==> config.mk <==
export PLATFORM = sky130hd
export DESIGN_NAME = f_ifu_fd_flat
export DESIGN_NICKNAME = d
export VERILOG_FILES = /design/src/rtl/f_ifu_fd_if.sv /design/src/rtl/f_ifu_fd.sv /design/src/flat_wrapper.sv
export SDC_FILE = /design/constraint.sdc
export NUM_CORES = 1
export LEC_CHECK = 0
export CORE_UTILIZATION = 40
export DETAILED_ROUTE_END_ITERATION = 16
export PLACE_DENSITY = 0.86
export SLEW_MARGIN = 20
export SYNTH_ARGS = -nofsm -noshare
export SYNTH_HDL_FRONTEND = slang
export SYNTH_SLANG_ARGS = --single-unit
export TNS_END_PERCENT = 20
==> constraint.sdc <==
create_clock -name clk -period 2.3 [get_ports clk]
set_input_delay 0.46 -clock clk [delete_from_list [all_inputs] [get_ports clk]]
set_output_delay 0.46 -clock clk [all_outputs]
set_load 0.01 [all_outputs]
==> src/rtl/f_ifu_fd_if.sv <==
// Fetch/decode boundary bundle: hazard controls, D-stage redirect, IM port and F/D register outputs.
// The slave side is the fetch block; the master side is its surroundings (hazard unit, D stage, IM).
interface f_ifu_fd_if;
    localparam int unsigned XLEN = 32;

    logic            stall;
    logic            flush;
    logic            D_jump;
    logic [XLEN-1:0] D_npc;
    logic [XLEN-1:0] i_inst_rdata;
    logic [XLEN-1:0] i_inst_addr;
    logic [XLEN-1:0] F_PC;
    logic [XLEN-1:0] D_PC;
    logic [XLEN-1:0] D_PC4;
    logic [XLEN-1:0] D_instr;
    logic            D_valid;
    logic            D_exc_adel;

    modport master (
        output stall, flush, D_jump, D_npc, i_inst_rdata,
        input  i_inst_addr, F_PC, D_PC, D_PC4, D_instr, D_valid, D_exc_adel
    );

    modport slave (
        input  stall, flush, D_jump, D_npc, i_inst_rdata,
        output i_inst_addr, F_PC, D_PC, D_PC4, D_instr, D_valid, D_exc_adel
    );
endinterface

==> src/rtl/f_ifu_fd.sv <==
// Fetch-stage PC register and F/D pipeline register with AdEL fetch-error tagging.
// Delay slots are never squashed here; flush/stall come from the hazard unit.
module f_ifu_fd #(
    parameter logic [31:0] RESET_PC = 32'h0000_3000,
    parameter logic [31:0] IM_BASE  = 32'h0000_3000,
    parameter int unsigned IM_WORDS = 4096
) (
    input  logic          clk,
    input  logic          reset,
    f_ifu_fd_if.slave     bus
);
    localparam int unsigned XLEN = 32;
    localparam int unsigned AW   = XLEN + 1;
    // Upper bound kept in 33 bits so a memory ending at 4 GiB cannot wrap.
    localparam logic [AW-1:0] IM_LIMIT = AW'(IM_BASE) + (AW'(IM_WORDS) << 2);

    logic [XLEN-1:0] f_pc_q;
    logic [XLEN-1:0] d_pc_q;
    logic [XLEN-1:0] d_pc4_q;
    logic [XLEN-1:0] d_instr_q;
    logic            d_valid_q;
    logic            d_exc_adel_q;

    logic [XLEN-1:0] f_pc_plus4;
    logic [XLEN-1:0] pc_next;
    logic            fetch_err;

    // Next-PC selection and fetch address check.
    always_comb begin
        f_pc_plus4 = f_pc_q + XLEN'(4);
        pc_next    = bus.D_jump ? bus.D_npc : f_pc_plus4;
        fetch_err  = (f_pc_q[1:0] != 2'b00)
                   || (f_pc_q < IM_BASE)
                   || ({1'b0, f_pc_q} >= IM_LIMIT);
    end

    // F_PC follows stall only; flush does not affect fetch.
    always_ff @(posedge clk) begin
        if (reset) begin
            f_pc_q <= RESET_PC;
        end else if (!bus.stall) begin
            f_pc_q <= pc_next;
        end
    end

    // F/D register: flush beats stall, a bubble still records the squashed PC.
    always_ff @(posedge clk) begin
        if (reset) begin
            d_pc_q       <= RESET_PC;
            d_pc4_q      <= RESET_PC + XLEN'(4);
            d_instr_q    <= '0;
            d_valid_q    <= 1'b0;
            d_exc_adel_q <= 1'b0;
        end else if (bus.flush) begin
            d_pc_q       <= f_pc_q;
            d_pc4_q      <= f_pc_plus4;
            d_instr_q    <= '0;
            d_valid_q    <= 1'b0;
            d_exc_adel_q <= 1'b0;
        end else if (!bus.stall) begin
            d_pc_q       <= f_pc_q;
            d_pc4_q      <= f_pc_plus4;
            d_instr_q    <= fetch_err ? '0 : bus.i_inst_rdata;
            d_valid_q    <= 1'b1;
            d_exc_adel_q <= fetch_err;
        end
    end

    assign bus.i_inst_addr = f_pc_q;
    assign bus.F_PC        = f_pc_q;
    assign bus.D_PC        = d_pc_q;
    assign bus.D_PC4       = d_pc4_q;
    assign bus.D_instr     = d_instr_q;
    assign bus.D_valid     = d_valid_q;
    assign bus.D_exc_adel  = d_exc_adel_q;
endmodule

==> src/flat_wrapper.sv <==
// flat-port wrapper written by rule: the top's interface ports become plain ports
module f_ifu_fd_flat 
#(
    parameter logic [31:0] RESET_PC = 32'h0000_3000,
    parameter logic [31:0] IM_BASE  = 32'h0000_3000,
    parameter int unsigned IM_WORDS = 4096
)
  (clk, reset, bus_stall, bus_flush, bus_D_jump, bus_D_npc, bus_i_inst_rdata, bus_i_inst_addr, bus_F_PC, bus_D_PC, bus_D_PC4, bus_D_instr, bus_D_valid, bus_D_exc_adel);
  f_ifu_fd_if bus_i ();
  input  logic clk;
  input  logic reset;
  input wire logic [$bits(bus_i.stall)-1:0] bus_stall;
  input wire logic [$bits(bus_i.flush)-1:0] bus_flush;
  input wire logic [$bits(bus_i.D_jump)-1:0] bus_D_jump;
  input wire logic [$bits(bus_i.D_npc)-1:0] bus_D_npc;
  input wire logic [$bits(bus_i.i_inst_rdata)-1:0] bus_i_inst_rdata;
  output wire logic [$bits(bus_i.i_inst_addr)-1:0] bus_i_inst_addr;
  output wire logic [$bits(bus_i.F_PC)-1:0] bus_F_PC;
  output wire logic [$bits(bus_i.D_PC)-1:0] bus_D_PC;
  output wire logic [$bits(bus_i.D_PC4)-1:0] bus_D_PC4;
  output wire logic [$bits(bus_i.D_instr)-1:0] bus_D_instr;
  output wire logic [$bits(bus_i.D_valid)-1:0] bus_D_valid;
  output wire logic [$bits(bus_i.D_exc_adel)-1:0] bus_D_exc_adel;
  assign bus_i.stall = bus_stall;
  assign bus_i.flush = bus_flush;
  assign bus_i.D_jump = bus_D_jump;
  assign bus_i.D_npc = bus_D_npc;
  assign bus_i.i_inst_rdata = bus_i_inst_rdata;
  assign bus_i_inst_addr = bus_i.i_inst_addr;
  assign bus_F_PC = bus_i.F_PC;
  assign bus_D_PC = bus_i.D_PC;
  assign bus_D_PC4 = bus_i.D_PC4;
  assign bus_D_instr = bus_i.D_instr;
  assign bus_D_valid = bus_i.D_valid;
  assign bus_D_exc_adel = bus_i.D_exc_adel;
  f_ifu_fd #(.RESET_PC(RESET_PC), .IM_BASE(IM_BASE), .IM_WORDS(IM_WORDS)) u_core (.clk(clk), .reset(reset), .bus(bus_i));
endmodule
==> flow_summary.toml, run 1 <==
# yosys + openroad results
[run_status]
outcome = "finished, final reports clean"

[setup_path]
crit_type = "reg2reg"
r2r-start = "u_core.bus.F_PC[2]"
slowest_delay_ns = 0.70
crit_path_end_kind = "flip-flop"

[placement]
place_ws_ns = 0.06811
finalWeightedCongestion = 0.8702
post-place-cells = 1062

[synth]
synth_area_um2 = 5872
ys_area_um2 = 5872
ys_cells = 717
top_cell_area_share_pct = 43.64

[power_and_ir_drop]
combinationalPowerShare_pct = 14.6
pwr-share-clk_pct = 45.7

[die]
io-pin-count = 231

[final_timing]
drv_slew = 0
worst_pin_slew_ns = 0.6558
max_freq_mhz = 468.4

[drt]
routed.top_layer = "met4"

[flow_run]
tool_warnings = 28

[clock_tree]
clockBufferDepth = 2
postCtsSetupBuffers = 0
clock_latency_ns = 0.43

[cells_and_area]
largest_class = "logic gates"
clockNetworkAreaShare_pct = 6.707
n_antenna_cell = 0

[global_route]
grt_use_met2_pct = 40.68
grtUsageMet3_pct = 8.303

[hold_path]
worstHoldStart = "u_core.bus.D_PC[20]"
==> run 1: logic make-up (layout without fill, tap and decap cells) <==
| group | count (synthesis) | after routing | synth area share (%) |
|---|---|---|---|
| AOI/OAI and AO/OA | 179 | 179 | 19.56 |
| xor gates and xnor gates | 29 | 29 | 4.326 |
| adders and majority gates | 2 | 2 | 0.4261 |
| buffers and inverters | 116 | 313 | 10.25 |
| DFF | 128 | 128 | 43.64 |
| muxes | 7 | 7 | 1.193 |
| and+or+nand+nor | 256 | 256 | 20.61 |
==> run 1: sequential cells by signal, summed over array words and instances (netlist names) <==
register	flops
u_core.bus.D_PC4	32
u_core.bus.D_instr	32
u_core.bus.F_PC	32
u_core.bus.D_PC	30
u_core.bus.D_exc_adel	1
u_core.bus.D_valid	1
Figure 1. M1 wires (run 1).
Bar = 20 um.
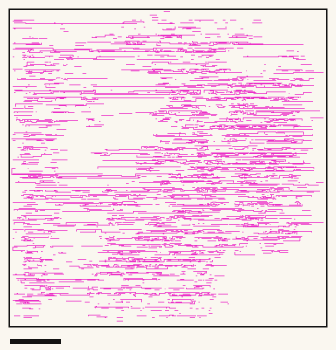
wire length on this layer: 7750 um
main direction: horizontal
nets with wire on the layer: 827
longest straight run: 54.3 um

Figure 2. Zoomed window (run 1).
Bar = 20 um. Window x 37 to 87, y 61 to 111 um. Cells in gray, sequential cells in the stronger gray; small squares are vias.
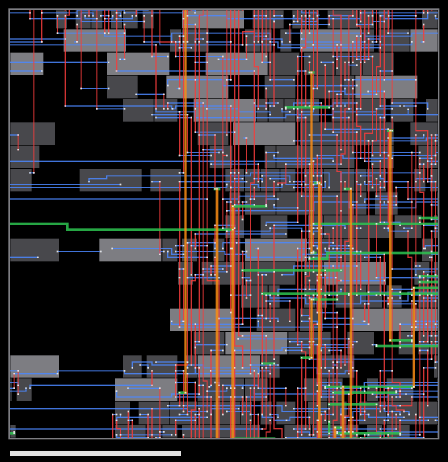
| layer | color |
|---|---|
| metal 4 | orange |
| metal 1 | blue |
| metal 3 | green |
| metal 2 | red |
most frequent: nand2_1 (22), dfxtp_1 (19), a21oi_1 (18)
netlist names of flops here include: u_core.bus.F_PC (8), u_core.bus.D_PC (7), u_core.bus.D_PC4 (4)
cells with their middle in the window: 157
sequential cells in the window: 19

Figure 3. Ports around the boundary (run 1).
Bar = 20 um. Pins as bars across the die edge, other pins in gray.
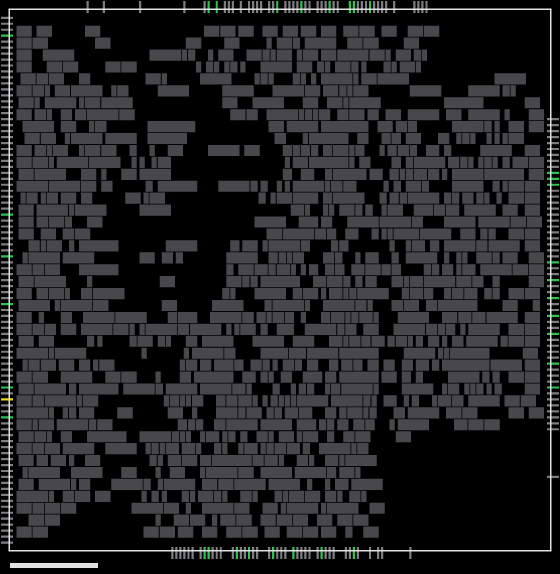
| port | color | pins | direction | edge |
|---|---|---|---|---|
| bus_D_npc | green | 32 | input | 10 right, 8 bottom, 8 top, 6 left |
| bus_D_valid | yellow | 1 | output | left |
all pins by edge: 89 left, 54 right, 46 top, 42 bottom
number of port buffers: 230
die height: 123.2 um
chip width: 123.2 um

Figure 4. Sequential cells grouped by signal name (run 1).
Bar = 20 um. Other sequential cells in the stronger gray, the rest of the logic in the fainter gray.
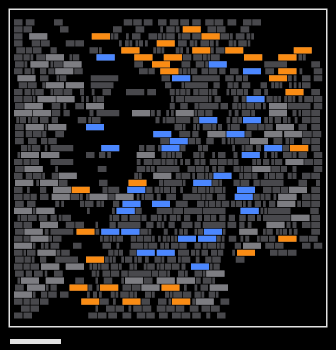
| netlist name | color | flops |
|---|---|---|
| u_core.bus.F_PC | blue | 32 |
| u_core.bus.D_PC | orange | 30 |
fraction of area in registers: 29.16%
Seq power: 2.38 mW
Seq. cell area: 2562 um2

==> run 1 -> run 2 <==
--- a/config.mk
+++ b/config.mk
@@ -8,6 +8,7 @@
 export CORE_UTILIZATION = 40
 export DETAILED_ROUTE_END_ITERATION = 16
 export PLACE_DENSITY = 0.86
+export SKIP_CTS_REPAIR_TIMING = 1
 export SLEW_MARGIN = 20
 export SYNTH_ARGS = -nofsm -noshare
 export SYNTH_HDL_FRONTEND = slang
==> constraint.sdc (replaced) <==
create_clock -name clk -period 2.3 [get_ports clk]
set_input_delay 0.46 -clock clk [delete_from_list [all_inputs] [get_ports clk]]
set_output_delay 0.46 -clock clk [all_outputs]
set_load 0.005 [all_outputs]
Figure 5. Zoomed window (run 2).
Bar = 20 um. Window x 37 to 87, y 61 to 111 um. Cells in gray, sequential cells in the stronger gray; small squares are vias.
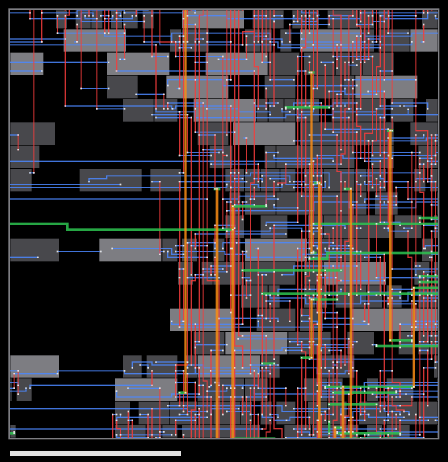
| layer | color |
|---|---|
| metal 1 | blue |
| metal 4 | orange |
| metal 3 | green |
| metal 2 | red |
netlist names of flops here include: u_core.bus.F_PC (8), u_core.bus.D_PC (7), u_core.bus.D_PC4 (4)
most frequent: nand2_1 (22), dfxtp_1 (19), a21oi_1 (18)
sequential cells in the window: 19
cells with their middle in the window: 157

Figure 6. Ports around the boundary (run 2).
Bar = 20 um. Pins as bars across the die edge, other pins in gray.
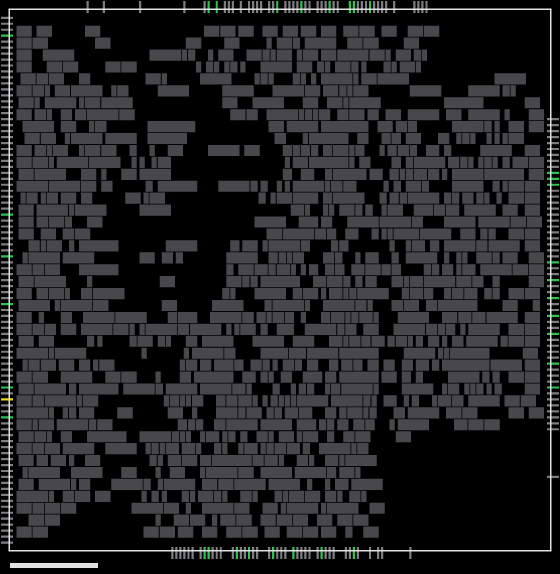
| port | color | pins | direction | edge |
|---|---|---|---|---|
| bus_D_valid | yellow | 1 | output | left |
| bus_D_npc | green | 32 | input | 10 right, 8 bottom, 8 top, 6 left |
all pins by edge: 89 left, 54 right, 46 top, 42 bottom

==> run 2 against run 1 <==
Against the previous run: total power is 0.78% lower; critical endpoint unchanged; largest cell class unchanged; clock-buffer cell count is the same; utilization unchanged.
==> flow_summary.toml, run 2 <==
# yosys + openroad results
[run_status]
outcome = "finished, final reports clean"

[placement]
portBuffers = 230
post-place-cells = 1062
place_ws_ns = 0.06811

[power_and_ir_drop]
pg_seq_mw = 2.38
pwr-share-clk_pct = 46.0
combinationalPowerShare_pct = 14.0

[cells_and_area]
clockNetworkAreaShare_pct = 6.707
largest_class = "logic gates"
flop_area_um2 = 2562

[final_timing]
worst_pin_slew_ns = 0.6558
drv_slew = 0
max_freq_mhz = 468.4

[clock_tree]
clock_latency_ns = 0.43
clockBufferDepth = 2

[setup_path]
crit_type = "reg2reg"
crit_path_end_kind = "flip-flop"
r2r-start = "u_core.bus.F_PC[2]"

[synth]
ys_cells = 717
ys_area_um2 = 5872
top_cell_area_share_pct = 43.64
synth_area_um2 = 5872

[hold_path]
worstHoldStart = "u_core.bus.D_PC[20]"

[die]
die_h_um = 123.2

[flow_run]
tool_warnings = 28
## run 2: logic make-up (layout without fill, tap and decap cells)
group	count (synthesis)	in the layout	share of synthesized area [%]
buffers and inverters	116	313	10.25
adder cells (fa/ha/maj)	2	2	0.4261
flip-flops	128	128	43.64
multiplexers	7	7	1.193
AND/OR/NAND/NOR	256	256	20.61
AND-OR/OR-AND	179	179	19.56
XOR/XNOR	29	29	4.326
## run 2: routing by layer
| metal | global-route usage (%) | share of wire (%) | up-vias |
|---|---|---|---|
| li1 | - | - | 2821 |
| met1 | 31.01 | 41 | 2762 |
| met2 | 40.68 | 47 | 295 |
| met3 | 8.303 | 9.5 | 51 |
| met4 | 12.73 | 3.2 | 0 |
| met5 | 0 | 0 | - |
Power is estimated from default activity; no workload was simulated.
